**Met3 routing**

Bar = 20 um.
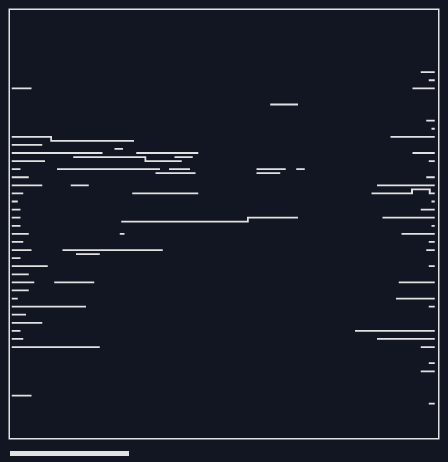
**Cell placement**

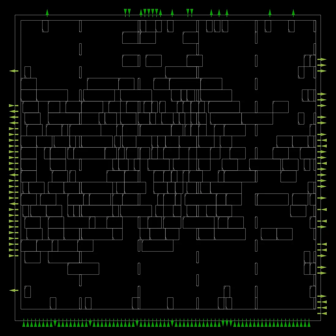
**src/rtl/armleocpu_pagefault_unit_pkg.sv**
```systemverilog
// Shared definitions for the ArmleoCPU page-fault unit: command and privilege
// encodings, PTE metadata bit positions, fault causes and FSM states.
package armleocpu_pagefault_unit_pkg;

    localparam logic [3:0] CACHE_CMD_NONE    = 4'd0;
    localparam logic [3:0] CACHE_CMD_EXECUTE = 4'd1;
    localparam logic [3:0] CACHE_CMD_LOAD    = 4'd2;
    localparam logic [3:0] CACHE_CMD_STORE   = 4'd3;

    localparam logic [1:0] ARMLEOCPU_PRIVILEGE_USER       = 2'd0;
    localparam logic [1:0] ARMLEOCPU_PRIVILEGE_SUPERVISOR = 2'd1;
    localparam logic [1:0] ARMLEOCPU_PRIVILEGE_MACHINE    = 2'd3;

    localparam logic [2:0] ARMLEOCPU_PF_NONE       = 3'd0;
    localparam logic [2:0] ARMLEOCPU_PF_INVALID    = 3'd1;
    localparam logic [2:0] ARMLEOCPU_PF_PRIVILEGE  = 3'd2;
    localparam logic [2:0] ARMLEOCPU_PF_PERMISSION = 3'd3;
    localparam logic [2:0] ARMLEOCPU_PF_ACCESS     = 3'd4;
    localparam logic [2:0] ARMLEOCPU_PF_DIRTY      = 3'd5;
    localparam logic [2:0] ARMLEOCPU_PF_AD_ERR     = 3'd6;

    localparam int PTE_V = 0;
    localparam int PTE_R = 1;
    localparam int PTE_W = 2;
    localparam int PTE_X = 3;
    localparam int PTE_U = 4;
    localparam int PTE_G = 5;
    localparam int PTE_A = 6;
    localparam int PTE_D = 7;

    typedef struct packed {
        logic       satp_mode;
        logic       mprv;
        logic       mxr;
        logic       sum;
        logic [1:0] mpp;
        logic [1:0] privilege;
    } csr_snapshot_t;

    typedef enum logic [2:0] {
        STATE_IDLE,
        STATE_CHECK,
        STATE_AD_REQ,
        STATE_AD_WAIT,
        STATE_RESP
    } state_t;

endpackage

```
**src/rtl/armleocpu_pagefault_unit_if.sv**
```systemverilog
// Request, response and PTE A/D update signals of the page-fault unit.
// The slave modport is the unit itself; master is the surrounding MMU logic.
interface armleocpu_pagefault_unit_if #(
    parameter int CHANNELS   = 2,
    parameter int PTE_ADDR_W = 34
);
    localparam int CH_W = (CHANNELS > 1) ? $clog2(CHANNELS) : 1;

    logic [CHANNELS-1:0]            req_valid;
    logic [CHANNELS-1:0]            req_ready;
    logic [CHANNELS*4-1:0]          req_cmd;
    logic [CHANNELS*8-1:0]          req_metadata;
    logic [CHANNELS*PTE_ADDR_W-1:0] req_pte_addr;

    logic                           resp_valid;
    logic [CH_W-1:0]                resp_channel;
    logic                           resp_pagefault;
    logic [2:0]                     resp_cause;

    logic                           ad_valid;
    logic                           ad_ready;
    logic [PTE_ADDR_W-1:0]          ad_addr;
    logic                           ad_set_dirty;
    logic                           ad_done;
    logic                           ad_err;

    modport master (
        output req_valid, req_cmd, req_metadata, req_pte_addr,
        output ad_ready, ad_done, ad_err,
        input  req_ready, resp_valid, resp_channel, resp_pagefault, resp_cause,
        input  ad_valid, ad_addr, ad_set_dirty
    );

    modport slave (
        input  req_valid, req_cmd, req_metadata, req_pte_addr,
        input  ad_ready, ad_done, ad_err,
        output req_ready, resp_valid, resp_channel, resp_pagefault, resp_cause,
        output ad_valid, ad_addr, ad_set_dirty
    );

endinterface

```
**src/rtl/armleocpu_pagefault_rules.sv**
```systemverilog
// Combinational Sv32 permission evaluation: returns the first matching fault
// cause, or flags that the A/D bits must be updated by hardware.
module armleocpu_pagefault_rules
    import armleocpu_pagefault_unit_pkg::*;
#(
    parameter int HW_AD_UPDATE = 0
) (
    input  logic [3:0]    cmd,
    input  logic [7:0]    metadata,
    input  csr_snapshot_t csr,
    output logic [2:0]    cause,
    output logic          ad_needed
);

    logic [1:0] eff_priv;
    logic       need_a;
    logic       need_d;
    logic       perm_ok;
    logic       unused_global;

    assign unused_global = metadata[PTE_G];

    always_comb begin
        eff_priv = (csr.mprv && cmd != CACHE_CMD_EXECUTE) ? csr.mpp : csr.privilege;
        need_a   = !metadata[PTE_A];
        need_d   = (cmd == CACHE_CMD_STORE) && !metadata[PTE_D];

        case (cmd)
            CACHE_CMD_EXECUTE: perm_ok = metadata[PTE_X];
            CACHE_CMD_LOAD:    perm_ok = metadata[PTE_R] || (csr.mxr && metadata[PTE_X]);
            CACHE_CMD_STORE:   perm_ok = metadata[PTE_W];
            default:           perm_ok = 1'b1;
        endcase

        cause     = ARMLEOCPU_PF_NONE;
        ad_needed = 1'b0;
        // Bare translation, machine mode and idle commands are never checked
        if (!csr.satp_mode || eff_priv == ARMLEOCPU_PRIVILEGE_MACHINE || cmd == CACHE_CMD_NONE) begin
            cause = ARMLEOCPU_PF_NONE;
        end else if (!metadata[PTE_V] || (metadata[PTE_W] && !metadata[PTE_R])) begin
            cause = ARMLEOCPU_PF_INVALID;
        end else if ((metadata[PTE_U] && eff_priv == ARMLEOCPU_PRIVILEGE_SUPERVISOR
                      && (!csr.sum || cmd == CACHE_CMD_EXECUTE))
                  || (!metadata[PTE_U] && eff_priv == ARMLEOCPU_PRIVILEGE_USER)) begin
            cause = ARMLEOCPU_PF_PRIVILEGE;
        end else if (!perm_ok) begin
            cause = ARMLEOCPU_PF_PERMISSION;
        end else if (HW_AD_UPDATE != 0) begin
            ad_needed = need_a || need_d;
        end else if (need_a) begin
            cause = ARMLEOCPU_PF_ACCESS;
        end else if (need_d) begin
            cause = ARMLEOCPU_PF_DIRTY;
        end
    end

endmodule

```
**src/rtl/armleocpu_pagefault_unit.sv**
```systemverilog
// Round-robin arbitrated, registered page-permission checker with optional
// hardware A/D bit update through a PTE update handshake.
module armleocpu_pagefault_unit
    import armleocpu_pagefault_unit_pkg::*;
#(
    parameter int CHANNELS     = 2,
    parameter int HW_AD_UPDATE = 0,
    parameter int PTE_ADDR_W   = 34
) (
    input  logic       clk,
    input  logic       rst_n,
    input  logic       csr_satp_mode_r,
    input  logic       csr_mstatus_mprv,
    input  logic       csr_mstatus_mxr,
    input  logic       csr_mstatus_sum,
    input  logic [1:0] csr_mstatus_mpp,
    input  logic [1:0] csr_mcurrent_privilege,
    armleocpu_pagefault_unit_if.slave bus
);

    localparam int CH_W = (CHANNELS > 1) ? $clog2(CHANNELS) : 1;

    state_t                state_q, state_d;
    logic [CH_W-1:0]       rr_ptr_q, rr_ptr_d;
    logic [CH_W-1:0]       owner_q, owner_d;
    logic [3:0]            cmd_q, cmd_d;
    logic [7:0]            meta_q, meta_d;
    logic [PTE_ADDR_W-1:0] pte_addr_q, pte_addr_d;
    csr_snapshot_t         csr_q, csr_d;
    logic                  resp_valid_q, resp_valid_d;
    logic                  resp_pagefault_q, resp_pagefault_d;
    logic [2:0]            resp_cause_q, resp_cause_d;
    logic                  ad_valid_q, ad_valid_d;
    logic [PTE_ADDR_W-1:0] ad_addr_q, ad_addr_d;
    logic                  ad_set_dirty_q, ad_set_dirty_d;

    logic [3:0]            cmd_arr  [CHANNELS];
    logic [7:0]            meta_arr [CHANNELS];
    logic [PTE_ADDR_W-1:0] addr_arr [CHANNELS];

    logic                  grant_found;
    logic [CH_W-1:0]       grant_idx;
    logic [CHANNELS-1:0]   req_ready;
    logic [2:0]            rule_cause;
    logic                  rule_ad_needed;

    for (genvar g = 0; g < CHANNELS; g++) begin : g_unpack
        assign cmd_arr[g]  = bus.req_cmd[g*4 +: 4];
        assign meta_arr[g] = bus.req_metadata[g*8 +: 8];
        assign addr_arr[g] = bus.req_pte_addr[g*PTE_ADDR_W +: PTE_ADDR_W];
    end

    // First requester at or above the round-robin pointer, wrapping around
    always_comb begin
        logic [CH_W:0] cand;
        grant_found = 1'b0;
        grant_idx   = '0;
        for (int i = 0; i < CHANNELS; i++) begin
            cand = {1'b0, rr_ptr_q} + (CH_W+1)'(i);
            if (cand >= (CH_W+1)'(CHANNELS)) begin
                cand = cand - (CH_W+1)'(CHANNELS);
            end
            if (!grant_found && bus.req_valid[cand[CH_W-1:0]]) begin
                grant_found = 1'b1;
                grant_idx   = cand[CH_W-1:0];
            end
        end
    end

    always_comb begin
        req_ready = '0;
        if (rst_n && state_q == STATE_IDLE && grant_found) begin
            req_ready[grant_idx] = 1'b1;
        end
    end

    armleocpu_pagefault_rules #(
        .HW_AD_UPDATE (HW_AD_UPDATE)
    ) u_rules (
        .cmd       (cmd_q),
        .metadata  (meta_q),
        .csr       (csr_q),
        .cause     (rule_cause),
        .ad_needed (rule_ad_needed)
    );

    always_comb begin
        state_d          = state_q;
        rr_ptr_d         = rr_ptr_q;
        owner_d          = owner_q;
        cmd_d            = cmd_q;
        meta_d           = meta_q;
        pte_addr_d       = pte_addr_q;
        csr_d            = csr_q;
        resp_valid_d     = 1'b0;
        resp_pagefault_d = 1'b0;
        resp_cause_d     = ARMLEOCPU_PF_NONE;
        ad_valid_d       = ad_valid_q;
        ad_addr_d        = ad_addr_q;
        ad_set_dirty_d   = ad_set_dirty_q;

        case (state_q)
            STATE_IDLE: begin
                // CSRs are snapshotted so later changes cannot affect this check
                if (grant_found) begin
                    owner_d    = grant_idx;
                    cmd_d      = cmd_arr[grant_idx];
                    meta_d     = meta_arr[grant_idx];
                    pte_addr_d = addr_arr[grant_idx];
                    csr_d      = '{satp_mode: csr_satp_mode_r,
                                   mprv:      csr_mstatus_mprv,
                                   mxr:       csr_mstatus_mxr,
                                   sum:       csr_mstatus_sum,
                                   mpp:       csr_mstatus_mpp,
                                   privilege: csr_mcurrent_privilege};
                    rr_ptr_d   = (grant_idx == CH_W'(CHANNELS-1)) ? '0 : grant_idx + CH_W'(1);
                    state_d    = STATE_CHECK;
                end
            end
            STATE_CHECK: begin
                if (rule_ad_needed) begin
                    ad_valid_d     = 1'b1;
                    ad_addr_d      = pte_addr_q;
                    ad_set_dirty_d = (cmd_q == CACHE_CMD_STORE);
                    state_d        = STATE_AD_REQ;
                end else begin
                    resp_valid_d     = 1'b1;
                    resp_pagefault_d = (rule_cause != ARMLEOCPU_PF_NONE);
                    resp_cause_d     = rule_cause;
                    state_d          = STATE_RESP;
                end
            end
            STATE_AD_REQ: begin
                if (bus.ad_ready) begin
                    ad_valid_d = 1'b0;
                    state_d    = STATE_AD_WAIT;
                end
            end
            STATE_AD_WAIT: begin
                if (bus.ad_done) begin
                    resp_valid_d     = 1'b1;
                    resp_pagefault_d = bus.ad_err;
                    resp_cause_d     = bus.ad_err ? ARMLEOCPU_PF_AD_ERR : ARMLEOCPU_PF_NONE;
                    state_d          = STATE_RESP;
                end
            end
            STATE_RESP: begin
                state_d = STATE_IDLE;
            end
            default: begin
                state_d = STATE_IDLE;
            end
        endcase
    end

    always_ff @(posedge clk) begin
        if (!rst_n) begin
            state_q          <= STATE_IDLE;
            rr_ptr_q         <= '0;
            owner_q          <= '0;
            cmd_q            <= '0;
            meta_q           <= '0;
            pte_addr_q       <= '0;
            csr_q            <= '0;
            resp_valid_q     <= 1'b0;
            resp_pagefault_q <= 1'b0;
            resp_cause_q     <= '0;
            ad_valid_q       <= 1'b0;
            ad_addr_q        <= '0;
            ad_set_dirty_q   <= 1'b0;
        end else begin
            state_q          <= state_d;
            rr_ptr_q         <= rr_ptr_d;
            owner_q          <= owner_d;
            cmd_q            <= cmd_d;
            meta_q           <= meta_d;
            pte_addr_q       <= pte_addr_d;
            csr_q            <= csr_d;
            resp_valid_q     <= resp_valid_d;
            resp_pagefault_q <= resp_pagefault_d;
            resp_cause_q     <= resp_cause_d;
            ad_valid_q       <= ad_valid_d;
            ad_addr_q        <= ad_addr_d;
            ad_set_dirty_q   <= ad_set_dirty_d;
        end
    end

    assign bus.req_ready      = req_ready;
    assign bus.resp_valid     = resp_valid_q;
    assign bus.resp_channel   = owner_q;
    assign bus.resp_pagefault = resp_pagefault_q;
    assign bus.resp_cause     = resp_cause_q;
    assign bus.ad_valid       = ad_valid_q;
    assign bus.ad_addr        = ad_addr_q;
    assign bus.ad_set_dirty   = ad_set_dirty_q;

endmodule

```
**src/flat_wrapper.sv**
```systemverilog
// flat-port wrapper written by rule: the top's interface ports become plain ports
module armleocpu_pagefault_unit_flat import armleocpu_pagefault_unit_pkg::*;
#(
    parameter int CHANNELS     = 2,
    parameter int HW_AD_UPDATE = 0,
    parameter int PTE_ADDR_W   = 34
)
  (clk, rst_n, csr_satp_mode_r, csr_mstatus_mprv, csr_mstatus_mxr, csr_mstatus_sum, csr_mstatus_mpp, csr_mcurrent_privilege, bus_req_valid, bus_req_cmd, bus_req_metadata, bus_req_pte_addr, bus_ad_ready, bus_ad_done, bus_ad_err, bus_req_ready, bus_resp_valid, bus_resp_channel, bus_resp_pagefault, bus_resp_cause, bus_ad_valid, bus_ad_addr, bus_ad_set_dirty);
  armleocpu_pagefault_unit_if #(.CHANNELS(CHANNELS), .PTE_ADDR_W(PTE_ADDR_W)) bus_i ();
  input  logic clk;
  input  logic rst_n;
  input  logic csr_satp_mode_r;
  input  logic csr_mstatus_mprv;
  input  logic csr_mstatus_mxr;
  input  logic csr_mstatus_sum;
  input  logic [1:0] csr_mstatus_mpp;
  input  logic [1:0] csr_mcurrent_privilege;
  input wire logic [$bits(bus_i.req_valid)-1:0] bus_req_valid;
  input wire logic [$bits(bus_i.req_cmd)-1:0] bus_req_cmd;
  input wire logic [$bits(bus_i.req_metadata)-1:0] bus_req_metadata;
  input wire logic [$bits(bus_i.req_pte_addr)-1:0] bus_req_pte_addr;
  input wire logic [$bits(bus_i.ad_ready)-1:0] bus_ad_ready;
  input wire logic [$bits(bus_i.ad_done)-1:0] bus_ad_done;
  input wire logic [$bits(bus_i.ad_err)-1:0] bus_ad_err;
  output wire logic [$bits(bus_i.req_ready)-1:0] bus_req_ready;
  output wire logic [$bits(bus_i.resp_valid)-1:0] bus_resp_valid;
  output wire logic [$bits(bus_i.resp_channel)-1:0] bus_resp_channel;
  output wire logic [$bits(bus_i.resp_pagefault)-1:0] bus_resp_pagefault;
  output wire logic [$bits(bus_i.resp_cause)-1:0] bus_resp_cause;
  output wire logic [$bits(bus_i.ad_valid)-1:0] bus_ad_valid;
  output wire logic [$bits(bus_i.ad_addr)-1:0] bus_ad_addr;
  output wire logic [$bits(bus_i.ad_set_dirty)-1:0] bus_ad_set_dirty;
  assign bus_i.req_valid = bus_req_valid;
  assign bus_i.req_cmd = bus_req_cmd;
  assign bus_i.req_metadata = bus_req_metadata;
  assign bus_i.req_pte_addr = bus_req_pte_addr;
  assign bus_i.ad_ready = bus_ad_ready;
  assign bus_i.ad_done = bus_ad_done;
  assign bus_i.ad_err = bus_ad_err;
  assign bus_req_ready = bus_i.req_ready;
  assign bus_resp_valid = bus_i.resp_valid;
  assign bus_resp_channel = bus_i.resp_channel;
  assign bus_resp_pagefault = bus_i.resp_pagefault;
  assign bus_resp_cause = bus_i.resp_cause;
  assign bus_ad_valid = bus_i.ad_valid;
  assign bus_ad_addr = bus_i.ad_addr;
  assign bus_ad_set_dirty = bus_i.ad_set_dirty;
  armleocpu_pagefault_unit #(.CHANNELS(CHANNELS), .HW_AD_UPDATE(HW_AD_UPDATE), .PTE_ADDR_W(PTE_ADDR_W)) u_core (.clk(clk), .rst_n(rst_n), .csr_satp_mode_r(csr_satp_mode_r), .csr_mstatus_mprv(csr_mstatus_mprv), .csr_mstatus_mxr(csr_mstatus_mxr), .csr_mstatus_sum(csr_mstatus_sum), .csr_mstatus_mpp(csr_mstatus_mpp), .csr_mcurrent_privilege(csr_mcurrent_privilege), .bus(bus_i));
endmodule
```
**config.mk**
```make
export PLATFORM = sky130hd
export DESIGN_NAME = armleocpu_pagefault_unit_flat
export DESIGN_NICKNAME = d
export VERILOG_FILES = /design/src/rtl/armleocpu_pagefault_unit_pkg.sv /design/src/rtl/armleocpu_pagefault_unit_if.sv /design/src/rtl/armleocpu_pagefault_rules.sv /design/src/rtl/armleocpu_pagefault_unit.sv /design/src/flat_wrapper.sv
export SDC_FILE = /design/constraint.sdc
export NUM_CORES = 1
export LEC_CHECK = 0
export CAP_MARGIN = 15
export CORE_UTILIZATION = 32
export CTS_CLUSTER_DIAMETER = 40
export DETAILED_ROUTE_END_ITERATION = 10
export PLACE_DENSITY = 0.9
export SETUP_SLACK_MARGIN = 0.3
export SLEW_MARGIN = 40
export SYNTH_ARGS = -nofsm -noshare
export SYNTH_HDL_FRONTEND = slang
export SYNTH_SLANG_ARGS = --single-unit
```
**constraint.sdc**
```tcl
create_clock -name clk -period 3.05 [get_ports clk]
set_input_delay 0.305 -clock clk [delete_from_list [all_inputs] [get_ports clk]]
set_output_delay 0.305 -clock clk [all_outputs]
set_load 0.02 [all_outputs]
```
==> reports/results.ini <==
[run_status]
run_status=complete, no violations

[min_path]
hold_end=u_core.bus.resp_channel
hold_path_cells=1
hold_path_startpoint=u_core.bus.resp_channel
worst_hold_path_type=flop to flop

[detailed_routing]
highest_layer=met4
routed_via_density=4.469
first_pass_iters=5
iteration_0_drc_count_of_the_detailed_router=110
route.met2.wl_um=1328
route.detailed.wl_per_inst_um=11.18
wl_um=3242
dr_total_vias=1296
wl_met3_um=370
antenna_left=0

[sta]
totalNegativeSetupSlack_ns=0
period_minus_slack_ns=2.398
layout_setup_ws_ns=0.6516
setup_repair_after_global_routing_missed_its_margin=false
fin_crit_sh=0.7864
final_number_of_max_transition_violations=0
final-setup-viol-count=0

[placement]
hpwl_um=2482
buffer_ports.inserted=44
pre_cts_slack_ns=0.6873

[cells_and_area]
filler_cell_count=459
comb_area_share=0.3721
layout.nonclk_buf_frac=0.2324
inv_count=15
clk_share=0.03956
dominant_cells=logic gates
net_count_of_the_finished_layout=329
n_antenna_cell=0
largest_register_ff_count=8
post_synthesis_to_final_layout_area_growth_pct=29.13
ff_latch_area_sq_um=580.6
logic_gate_count=123
registers.top_by_ff_count=u_core.csr_q
flops=29
clock_buffers=8
layout_top_cell=sky130_fd_sc_hd__clkdlybuf4s50_1
multiInputGateArea_sq_um=753.2
largest_registers=u_core.csr_q: 8 flops, u_core.meta_q: 7 flops, u_core.cmd_q: 4 flops
post_route_cells_drive_above_1_share=0.05830
nonclk_buf_count=48

[critical_path]
family_of_cells_with_the_greatest_summed_delay_on_the_critical_path=buffers and inverters
start_kind=input pin
worstSetupPathDepth=5
crit_start=rst_n
timing.reg2reg.setup_slack_ns=1.23
crit_path_top_delay_cell=sky130_fd_sc_hd__clkdlybuf4s50_1
r2r_endpoint=u_core.bus.resp_cause[0]
crit_chain=clkdlybuf4s50_1 -> nor2b_1 -> nand2_1 -> a211oi_1 -> clkdlybuf4s50_1
worstPathRequired_ns=2.74
critical_path.max_stage_delay_ns=0.68
reg2reg_from=u_core.cmd_q[0]
path_common_cell=sky130_fd_sc_hd__clkdlybuf4s50_1
timing.critical_path.fanout_max=2
worst_r2r_path_depth=5
critical_path_buf_inv_count=2
crit_end=bus_req_ready[0]
criticalPathCategory=input pin to primary output
timing.critical_path.to_type=primary output

[die]
chipHeight_um=72.00
die-width_um=72.00
fp_util=0.3319
dieArea_sq_um=5183
floorplan.io_pins=151

[global_routing]
grt.met2_usage=0.1792
antenna_found_initial=0
first_global_vias=1129
groute.layer.met3.usage=0.05139
grt_pass1_wl_um=5064
grt_util_met1=0.1692
busiest_grt_layer=met2
pin_count_of_the_biggest_net_entering_global_routing=14
grtUsageTotal=0.1275
gr-total-overflow=0

[synthesis]
post_synth_main_area_contributors=sky130_fd_sc_hd__dfxtp_1 (37%), sky130_fd_sc_hd__buf_4 (17%), sky130_fd_sc_hd__a222oi_1 (7.0%)
syn_inst=174
post_synth_regs=29
yosys_area_sq_um=1568
yosysSeqAreaShare=0.3703
async_set_or_reset_register_ratio_after_synthesis=0
syn-mean-instance-area_sq_um=9.010
top_cell_area_share=0.3703
synth_cell_type_count=38
synthDominantAreaCellType=sky130_fd_sc_hd__dfxtp_1
edf_count=0
flop_cell=sky130_fd_sc_hd__dfxtp_1
netlist_area_sq_um=1568
yosys_warnings=0
yosys-stat-cells=174

[pwr]
cellLeakagePower_nw=0.9104
ir_drop_mv=0.2649

[flow_run]
drv.max_cap_violation_count=0
log.warning_count=96

[clock_network]
postcts_setup_bufs=0
cts_tree=yes
cts.reportedPaths.clkPinSlew_ns=0.05
count_of_clock_tree_sinks=29
clk_root_buffer_cell=sky130_fd_sc_hd__clkbuf_8
postCtsHoldBufs=0
cts_made_buffers=5
resized_cells_post_cts=0
worst_skew_pair.late_latency_ns=0.27
clk_path_buf_depth=2
cts.htree.levels=2

-- 'met3 routing' (at the start) --
- share of all routed wire: 11%
- wire length on this layer: 370 um
- main direction: horizontal

-- 'cell placement' (at the start) --
floorplan row count: 25
placeable core region: 4723 sq um
Core Util, Final: 0.4286
tapcell count: 67
fraction of area in registers: 0.2868

power breakdown:
group	switching (mW)	internal, mW
registers	0.0301	0.409
clock network	0.126	0.161
logic	0.109	0.101
total	0.266	0.671
through the flow:
step                      hold slack [ns]  utilization  instance area [sq um]  cells  power [mW]
after detailed placement           0.4431       0.4117                   1944    282      0.6531
after floorplan                    0.3967            -                   1699    209      0.6120
final                              0.4477       0.4286                   2024    290      0.9370
after CTS                          0.4514       0.4286                   2024    290      0.9478
after global routing               0.4731       0.4286                   2024    290      0.9903
after global placement             0.4349       0.4117                   1944    282      0.6489
logic make-up after synthesis:
kind of cell    after synthesis  share of synthesized area
buf+inv                      57                     0.2330
simple gates                 42                     0.1564
compound gates               34                     0.1684
flops                        29                     0.3703
mux                           9                    0.05826
xor+xnor                      2                    0.01118
other cells                   1                   0.002392
cell usage after synthesis, types with 2 or more instances:
cell / n
sky130_fd_sc_hd__nand2_1: 10
sky130_fd_sc_hd__nor4bb_1: 2
sky130_fd_sc_hd__nor2_1: 6
sky130_fd_sc_hd__clkbuf_1: 3
sky130_fd_sc_hd__a21o_1: 2
sky130_fd_sc_hd__buf_4: 36
sky130_fd_sc_hd__a21oi_1: 5
sky130_fd_sc_hd__a222oi_1: 11
sky130_fd_sc_hd__nor4b_1: 2
sky130_fd_sc_hd__buf_6: 2
sky130_fd_sc_hd__nand3_1: 4
sky130_fd_sc_hd__mux2i_1: 8
sky130_fd_sc_hd__nor2b_1: 9
sky130_fd_sc_hd__xor2_1: 2
sky130_fd_sc_hd__nor4_1: 2
sky130_fd_sc_hd__o21ai_0: 4
sky130_fd_sc_hd__inv_1: 15
sky130_fd_sc_hd__dfxtp_1: 29
sky130_fd_sc_hd__a211oi_1: 3
Power is estimated from default activity; no workload was simulated.
